`config.mk`:
```
export PLATFORM = sky130hd
export DESIGN_NAME = distance_meter_renderer
export DESIGN_NICKNAME = d
export VERILOG_FILES = /design/src/rtl/distance_meter_pkg.sv /design/src/rtl/glyph_cmd_reg.sv /design/src/rtl/distance_meter_renderer.sv
export SDC_FILE = /design/constraint.sdc
export NUM_CORES = 1
export LEC_CHECK = 0
export ABC_AREA = 1
export CAP_MARGIN = 30
export CORE_ASPECT_RATIO = 2
export CORE_UTILIZATION = 40
export DETAILED_ROUTE_END_ITERATION = 12
export HOLD_SLACK_MARGIN = 0.02
export PLACE_DENSITY = 0.69
export SLEW_MARGIN = 20
export SYNTH_ARGS = -nofsm -noshare
export SYNTH_HDL_FRONTEND = slang
export SYNTH_HIERARCHICAL = 1
export SYNTH_SLANG_ARGS = --single-unit
```
`constraint.sdc`:
```
create_clock -name clk -period 3.4 [get_ports clk]
set_clock_uncertainty 0.2 [all_clocks]
set_input_delay 0.68 -clock clk [delete_from_list [all_inputs] [get_ports clk]]
set_output_delay 0.68 -clock clk [all_outputs]
set_load 0.05 [all_outputs]
```
`src/rtl/distance_meter_pkg.sv`:
```
// Shared constants, glyph codes and blit command type for the distance meter
// and the renderer that turns its digits into sprite-blit commands.
package distance_meter_pkg;

   localparam int MAX_DISTANCE_UNITS   = 5;
   localparam int MAX_HIGH_SCORE_UNITS = 8;
   localparam int HIGH_SCORE_OFFSET    = 3;

   localparam logic [10:0] X            = 11'd1148;
   localparam logic [10:0] HIGH_SCORE_X = 11'd948;
   localparam logic [9:0]  Y            = 10'd20;
   localparam logic [10:0] GLYPH_PITCH  = 11'd22;

   localparam logic [3:0] GLYPH_H     = 4'd10;
   localparam logic [3:0] GLYPH_I     = 4'd11;
   localparam logic [3:0] GLYPH_BLANK = 4'd12;

   typedef struct packed {
      logic [10:0] x;
      logic [9:0]  y;
      logic [3:0]  glyph;
      logic        last;
   } blit_cmd_t;

   typedef enum logic [1:0] {
      IDLE       = 2'd0,
      EMIT_HI    = 2'd1,
      EMIT_SCORE = 2'd2,
      FINISH     = 2'd3
   } render_state_t;

   function automatic blit_cmd_t make_cmd(input logic [10:0] base,
                                          input logic [2:0]  idx,
                                          input logic [3:0]  glyph,
                                          input logic        last);
      blit_cmd_t c;
      c.x     = base + GLYPH_PITCH * {8'd0, idx};
      c.y     = Y;
      c.glyph = glyph;
      c.last  = last;
      return c;
   endfunction

endpackage

```
`src/rtl/glyph_cmd_reg.sv`:
```
// Single-entry output register for blit commands: holds its payload while the
// consumer stalls and accepts a new entry whenever it is empty or draining.
module glyph_cmd_reg
   import distance_meter_pkg::*;
(
   input  logic      clk,
   input  logic      rst,
   input  logic      in_valid_i,
   input  blit_cmd_t in_cmd_i,
   output logic      in_ready_o,
   output logic      out_valid_o,
   output blit_cmd_t out_cmd_o,
   input  logic      out_ready_i
);

   logic      valid_q;
   blit_cmd_t cmd_q;

   assign in_ready_o  = !valid_q || out_ready_i;
   assign out_valid_o = valid_q;
   assign out_cmd_o   = cmd_q;

   // Output stage register; payload only changes on an empty slot or a transfer.
   always_ff @(posedge clk or negedge rst) begin
      if (!rst) begin
         valid_q <= 1'b0;
         cmd_q   <= '0;
      end else if (in_ready_o) begin
         valid_q <= in_valid_i;
         if (in_valid_i) begin
            cmd_q <= in_cmd_i;
         end
      end
   end

endmodule

```
`src/rtl/distance_meter_renderer.sv`:
```
// Snapshots the score digits, high-score glyphs and paint flag on frame_start
// and streams one glyph-blit command per glyph to the sprite blitter.
module distance_meter_renderer
   import distance_meter_pkg::*;
(
   input  logic                                 clk,
   input  logic                                 rst,
   input  logic                                 frame_start,
   input  logic [MAX_DISTANCE_UNITS-1:0][3:0]   digits,
   input  logic [MAX_HIGH_SCORE_UNITS-1:0][3:0] high_score,
   input  logic                                 paint,
   output logic                                 busy,
   output logic                                 done,
   output logic                                 overrun,
   output logic                                 cmd_valid,
   input  logic                                 cmd_ready,
   output logic [10:0]                          cmd_x,
   output logic [9:0]                           cmd_y,
   output logic [3:0]                           cmd_glyph,
   output logic                                 cmd_last
);

   render_state_t                          state_q, state_d;
   logic [2:0]                             idx_q, idx_d;
   logic [MAX_DISTANCE_UNITS-1:0][3:0]     snap_digits_q;
   logic [MAX_HIGH_SCORE_UNITS-1:0][3:0]   snap_hi_q;
   logic                                   snap_paint_q;
   logic                                   busy_q, done_q, overrun_q;

   logic      hi_en_s, xfer_s, reg_ready_s, src_valid_s;
   blit_cmd_t src_cmd_s, out_cmd_s;

   assign hi_en_s = |high_score[MAX_HIGH_SCORE_UNITS-1:HIGH_SCORE_OFFSET];
   assign xfer_s  = cmd_valid && cmd_ready;

   // Next command selection: idx_q is the index currently held in the output register.
   // The first command comes from the live inputs so cmd_valid rises one cycle after frame_start.
   always_comb begin
      state_d     = state_q;
      idx_d       = idx_q;
      src_valid_s = 1'b0;
      src_cmd_s   = '0;
      case (state_q)
         IDLE: begin
            if (frame_start && reg_ready_s) begin
               idx_d = 3'd0;
               if (hi_en_s) begin
                  state_d     = EMIT_HI;
                  src_valid_s = 1'b1;
                  src_cmd_s   = make_cmd(HIGH_SCORE_X, 3'd0, high_score[0], 1'b0);
               end else if (paint) begin
                  state_d     = EMIT_SCORE;
                  src_valid_s = 1'b1;
                  src_cmd_s   = make_cmd(X, 3'd0, digits[0], 1'b0);
               end else begin
                  state_d = FINISH;
               end
            end else begin
               state_d = IDLE;
            end
         end
         EMIT_HI: begin
            if (xfer_s) begin
               if (idx_q == 3'd7) begin
                  idx_d = 3'd0;
                  if (snap_paint_q) begin
                     state_d     = EMIT_SCORE;
                     src_valid_s = 1'b1;
                     src_cmd_s   = make_cmd(X, 3'd0, snap_digits_q[0], 1'b0);
                  end else begin
                     state_d = FINISH;
                  end
               end else begin
                  idx_d       = idx_q + 3'd1;
                  src_valid_s = 1'b1;
                  src_cmd_s   = make_cmd(HIGH_SCORE_X, idx_q + 3'd1, snap_hi_q[idx_q + 3'd1],
                                         (idx_q == 3'd6) && !snap_paint_q);
               end
            end else begin
               state_d = EMIT_HI;
            end
         end
         EMIT_SCORE: begin
            if (xfer_s) begin
               if (idx_q == 3'd4) begin
                  idx_d   = 3'd0;
                  state_d = FINISH;
               end else begin
                  idx_d       = idx_q + 3'd1;
                  src_valid_s = 1'b1;
                  src_cmd_s   = make_cmd(X, idx_q + 3'd1, snap_digits_q[idx_q + 3'd1],
                                         idx_q == 3'd3);
               end
            end else begin
               state_d = EMIT_SCORE;
            end
         end
         FINISH: begin
            state_d = IDLE;
         end
         default: begin
            state_d = IDLE;
         end
      endcase
   end

   // Frame control: state, snapshot and registered status pulses.
   always_ff @(posedge clk or negedge rst) begin
      if (!rst) begin
         state_q       <= IDLE;
         idx_q         <= 3'd0;
         snap_digits_q <= '0;
         snap_hi_q     <= '0;
         snap_paint_q  <= 1'b0;
         busy_q        <= 1'b0;
         done_q        <= 1'b0;
         overrun_q     <= 1'b0;
      end else begin
         state_q <= state_d;
         idx_q   <= idx_d;
         if (state_q == IDLE && frame_start) begin
            snap_digits_q <= digits;
            snap_hi_q     <= high_score;
            snap_paint_q  <= paint;
         end
         busy_q    <= (state_d != IDLE);
         done_q    <= (state_q == FINISH);
         overrun_q <= frame_start && (state_q != IDLE);
      end
   end

   glyph_cmd_reg u_cmd_reg (
      .clk         (clk),
      .rst         (rst),
      .in_valid_i  (src_valid_s),
      .in_cmd_i    (src_cmd_s),
      .in_ready_o  (reg_ready_s),
      .out_valid_o (cmd_valid),
      .out_cmd_o   (out_cmd_s),
      .out_ready_i (cmd_ready)
   );

   assign cmd_x     = out_cmd_s.x;
   assign cmd_y     = out_cmd_s.y;
   assign cmd_glyph = out_cmd_s.glyph;
   assign cmd_last  = out_cmd_s.last;
   assign busy      = busy_q;
   assign done      = done_q;
   assign overrun   = overrun_q;

endmodule
```
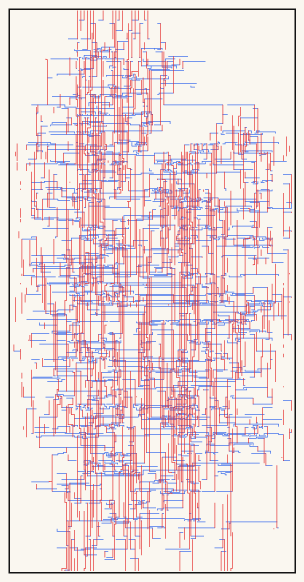
Run 1: metal layers overlaid
Two of the layers only.
| color | layer | wire length |
|---|---|---|
| blue | M1 | 4,820 um |
| red | M2 | 7,040 um |

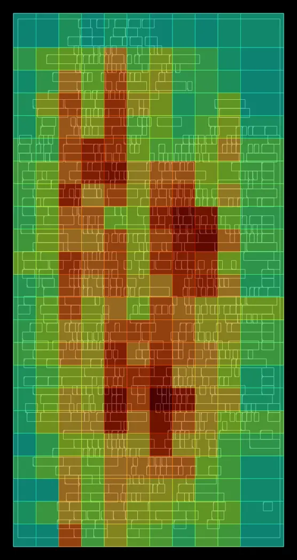
Run 1: routing congestion map
WL/cell: 14.4 um
gr usage total: 0.208
most used routing layer: met2

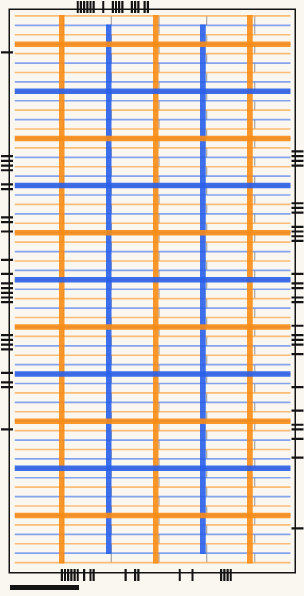
Run 1: power grid
The bar under the picture is 20 um long. Pins as bars on the die edge. Tap cells in gray.
| color | net |
|---|---|
| blue | VDD |
| orange | VSS |
met4 straps: 5
tap cells: 150
met5 straps: 11
signal pins: 87

==> Slide: Implementation Results, run 1 <==
Key Metrics from the Run

Placement
  • Gpl congestion: 0.874
  • Placed Area: 0.00608 mm^2
  • PortBufs: 86
  • Placed cells: 875
  • HPWL Detailed: 9890 um
  • Setup WS pre-CTS: 0.142 ns

Synthesis
  • Unique masters post-synth: 38
  • Cell area after synthesis: 0.00513 mm^2
  • EDFF count, synth: 0
  • Dominant flop cell: dfrtp_1
  • Asr flop ratio synth: 1.00
  • Top-area cell share: 0.429
  • Yosys top cell by instances: nand2_1
  • Synth Seq Share: 0.429
  • Yosys Instances: roughly 650
  • Largest cells by area after synthesis: dfrtp_1 (43%), nand2_1 (12%), nor2_1 (6.8%)
  • Mux frac, synth: 0.0636
  • Syn Inst Count: 646
  • Yosys aoi share: 0.0678

Route
  • WL met2: 7040 um
  • DRT Pass-1 Iters: 4
  • Top layer in use: met4
  • Wire length on met1: 4820 um
  • Vias: ~4,500
  • Routed wire length: 12,800 um
  • Iteration-0 DRC Markers: 182
  • Routed vias/inst: slightly above 5

Final layout
  • Final core occ: 0.514
  • Buffers excl. clock: 102
  • Final net count: 816
  • Final Non-Filler Cells: 894
  • ANT cells: 0
  • Fill cells: 1,238
  • Layout cell share with drive strength beyond 1: 0.116
  • Seq_cells: 88
  • Multi-In Gates: between 400 and 500
  • Clkbuf count: 9
  • Flop share of the area: 0.341
  • Combinational Area: 0.00249 mm^2
  • Top cells excl fill/tap: nand2_1 (163), nor2_1 (92), dfrtp_1 (88)
  • Final-layout clock-cell area share: 0.0506
  • Top reg by flops: snap_hi_q

Worst setup path
  • Worst R2R Setup Slack: 0.13 ns
  • Worst path bufs/invs: 3
  • Largest stage delay, worst path: 0.66 ns
  • Crit path cell chain: ha_1 -> ha_1 -> inv_2 -> ha_1 -> ha_1 -> fa_2 -> buf_4 -> o21ai_0 -> a21oi_1 -> o22ai_1 -> o21ai_0 -> inv_1 -> nand3_1 -> nand2_1
  • Cell mode on critical path: ha_1
  • Delay-heaviest family, CP: adder cells
  • Worst Reg-to-Reg Cells: 14
  • Worst EP required: ~3.4 ns
  • CP Capture Point: u_cmd_reg/out_cmd_o[19]$_DFFE_PN0P_
  • CP Class: register to register
  • CP Max Fanout: 5
  • CP Capture Type: register

Pwr
  • Clock network fraction of total power: 0.198
  • Internal: 3.13 mW
  • Clk pwr: 1.09 mW
  • Worst vdd ir: 0.000483 V
  • Static Leak: 3.17 nW
  • Power Density: 854 mW/mm^2
  • Part of the power in registers: 0.306
  • Comb pwr: 2.73 mW
  • Seq pwr: 1.69 mW
  • Gate power share: 0.496
  • Sw frac: 0.433

GRT
  • Via count of the first global-routing pass: 4,504
  • GRT overflow: 0
  • GRT met3 Usage: 0.0399
  • Largest net degree at the start of global routing: 52
  • GR Util met1: 0.215
  • First-pass GRT wire length: ~21,000 um

Die
  • DIE AREA: 0.0133 mm^2
  • Tap cells: about 150
  • Boundary pin count: 87
  • Die width: 82.1 um
  • Site Rows: roughly 58
  • Initial core utilization: 0.409

Final timing
  • Fin crit period: 3.27 ns
  • Endpoints failing setup: 0
  • Final TNS setup: 0 ns
  • Final-report max-slew violation count: 0
  • Least-Margin Pin Slew: 0.669 ns
  • Setup ws final: 0.134 ns
  • Cycle use final: 0.961
  • Final Hold Fails: 0

CTS
  • CTS Root Cell: clkbuf_16
  • # resized after CTS: 0
  • Inserted Clock Buffers: 9
  • Clock latency on the worst-skew pair: approximately 0.35 ns
  • CTS tree: done
  • H-tree depth: 3

Min path
  • Worst Hold Class: input port to asynchronous set/reset pin

Run status
  • Status: finished clean

Run
  • Stage-log warning count: 37
Run 1, M4 wires:
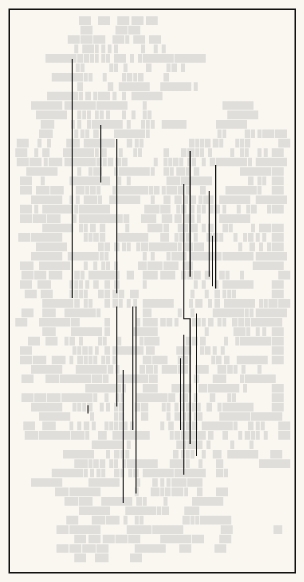

==> run 1 -> run 2 <==
--- a/config.mk
+++ b/config.mk
@@ -6,11 +6,10 @@
 export NUM_CORES = 1
 export LEC_CHECK = 0
 export ABC_AREA = 1
-export CAP_MARGIN = 30
+export CAP_MARGIN = 20
 export CORE_ASPECT_RATIO = 2
 export CORE_UTILIZATION = 40
 export DETAILED_ROUTE_END_ITERATION = 12
-export HOLD_SLACK_MARGIN = 0.02
 export PLACE_DENSITY = 0.69
 export SLEW_MARGIN = 20
 export SYNTH_ARGS = -nofsm -noshare
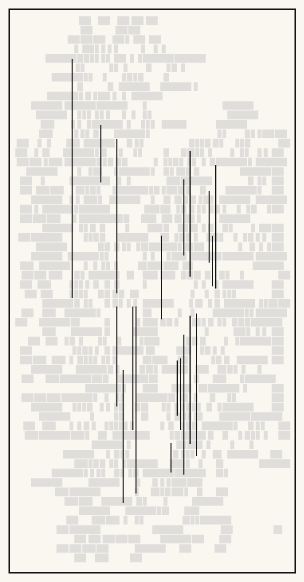
Run 2: M4 wires
nets with wire on the layer: 16
wire length on this layer: 598 um
main direction: vertical
share of all routed wire: 4.7%
longest straight run: 68.7 um

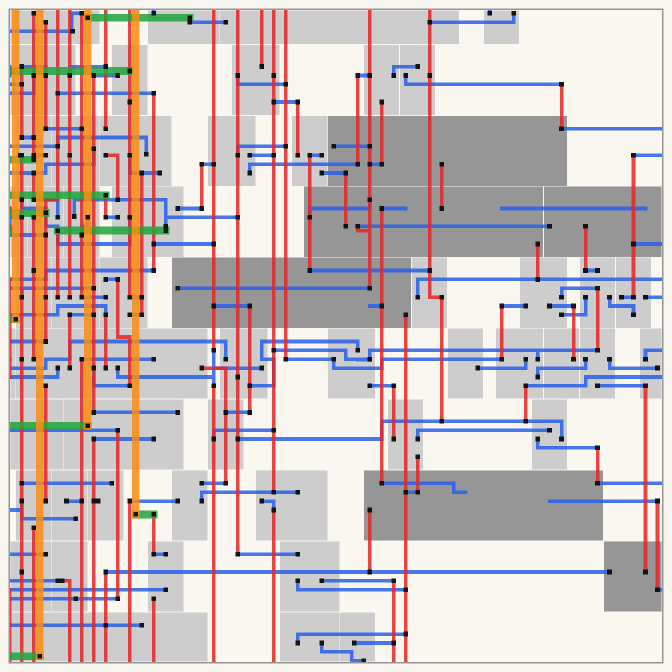
Run 2: layout detail
Region (49, 28) to (74, 53) um. Cells in gray, sequential cells in the stronger gray; small squares are vias.
| color | layer |
|---|---|
| green | M3 |
| orange | M4 |
| blue | M1 |
| red | M2 |
netlist names of flops here include: `u_cmd_reg/out_cmd_o` (3), `u_cmd_reg/out_valid_o` (1)
sequential cells in the window: 4
cells with their middle in the window: 51
most frequent: nand2_1 (18), inv_1 (6), nand3_1 (5)

==> run 2 against run 1 <==
Compared with the run above:
- sequential power is essentially flat
- setup slack gained 0.0056 ns
- maximum frequency grew 0.17%
- register-to-register slack is essentially flat
- power shrank 0.25%
- sequential share of layout area grew 0.11 points
- via count is essentially flat
- largest cell class unchanged
- flip-flop count is the same
- wire length shrank 0.40%
- critical path type unchanged
==> Slide: Implementation Results, run 2 <==
Key Metrics from the Run

Run status
  • Status: finished clean

Pwr
  • Internal: 3.12 mW (-0.30%)
  • Power Density: 854 mW/mm^2 (about the same)
  • Part of the power in registers: 0.307 (about the same)
  • Seq pwr: 1.69 mW (about the same)
  • Comb pwr: 2.72 mW (about the same)
  • Clk pwr: 1.09 mW (about the same)
  • Gate power share: 0.495 (about the same)
  • Worst vdd ir: 0.000483 V (about the same)
  • Sw frac: 0.433 (about the same)
  • Clock network fraction of total power: 0.199 (about the same)

Die
  • DIE AREA: 0.0133 mm^2 (unchanged)
  • Boundary pin count: 87 (unchanged)
  • Die width: 82.1 um (unchanged)
  • Site Rows: 58 (unchanged)
  • Tap cells: 150 (unchanged)
  • Initial core utilization: 0.409 (unchanged)

Synthesis
  • Dominant flop cell: dfrtp_1
  • Unique masters post-synth: 38 (unchanged)
  • Cell area after synthesis: 0.00513 mm^2 (unchanged)
  • Mux frac, synth: 0.0636 (unchanged)
  • EDFF count, synth: 0 (unchanged)
  • Yosys aoi share: 0.0678 (unchanged)
  • Syn Inst Count: 646 (unchanged)
  • Asr flop ratio synth: 1.00 (unchanged)
  • Yosys Instances: 646 (unchanged)
  • Yosys top cell by instances: nand2_1

Min path
  • Worst Hold Class: input port to asynchronous set/reset pin

GRT
  • Gr usage total: 0.208 (unchanged)
  • Largest net degree at the start of global routing: 52 (unchanged)
  • GR Util met1: 0.215 (unchanged)
  • Most used routing layer: met2
  • First-pass GRT wire length: 20,900 um (unchanged)
  • GRT met3 Usage: 0.0399 (unchanged)
  • GRT overflow: 0 (unchanged)
  • Via count of the first global-routing pass: 4,504 (unchanged)

CTS
  • Clock latency on the worst-skew pair: 0.35 ns (about the same)
  • CTS Root Cell: clkbuf_16
  • CTS tree: done
  • Inserted Clock Buffers: 9 (unchanged)
  • # resized after CTS: 0 (unchanged)
  • H-tree depth: 3 (unchanged)

Final layout
  • ANT cells: 0 (unchanged)
  • Top reg by flops: snap_hi_q
  • Fill cells: 1,240 (+0.16%)
  • Final Non-Filler Cells: 893 (-0.11%)
  • Clkbuf count: 9 (unchanged)
  • Seq_cells: 88 (unchanged)
  • Flop share of the area: 0.342 (+0.00106)
  • Final core occ: 0.513 (-0.00160)
  • Combinational Area: 0.00249 mm^2 (unchanged)
  • Multi-In Gates: 475 (unchanged)
  • Final net count: 815 (-0.12%)

Route
  • Routed vias/inst: 5.05 (about the same)
  • WL met2: 7050 um (+0.18%)
  • Vias: 4,507 (-0.022%)
  • Routed wire length: 12,800 um (-0.40%)
  • WL/cell: 14.3 um (-0.29%)
  • Iteration-0 DRC Markers: 164 (-9.9%)
  • Top layer in use: met4
  • DRT Pass-1 Iters: 6 (+2)
  • Wire length on met1: 4750 um (-1.4%)

Worst setup path
  • Crit path cell chain: ha_1 -> ha_1 -> inv_2 -> ha_1 -> ha_1 -> fa_2 -> buf_4 -> o21ai_0 -> a21oi_1 -> o22ai_1 -> o21ai_0 -> inv_1 -> nand3_1 -> nand2_1
  • Largest stage delay, worst path: 0.66 ns (about the same)
  • Cell mode on critical path: ha_1
  • Worst EP required: 3.43 ns (about the same)
  • Delay-heaviest family, CP: adder cells
  • Worst R2R Setup Slack: 0.14 ns (about the same)
  • CP Capture Type: register
  • Worst Reg-to-Reg Cells: 14 (unchanged)
  • Worst path bufs/invs: 3 (unchanged)

Final timing
  • Cycle use final: 0.959 (-0.00165)
  • Final-report max-slew violation count: 0 (unchanged)
  • Setup ws final: 0.140 ns (+0.00560 ns)
  • Final Hold Fails: 0 (unchanged)
  • Least-Margin Pin Slew: 0.935 ns (+0.266 ns)
  • Endpoints failing setup: 0 (unchanged)

Placement
  • Placed cells: 875 (unchanged)
  • PortBufs: 86 (unchanged)
  • HPWL Detailed: 9890 um (unchanged)
  • Setup WS pre-CTS: 0.142 ns (unchanged)
  • Placed Area: 0.00608 mm^2 (unchanged)

Run
  • Stage-log warning count: 37 (unchanged)
No activity file was given, so power comes from the tool's default toggle rates.
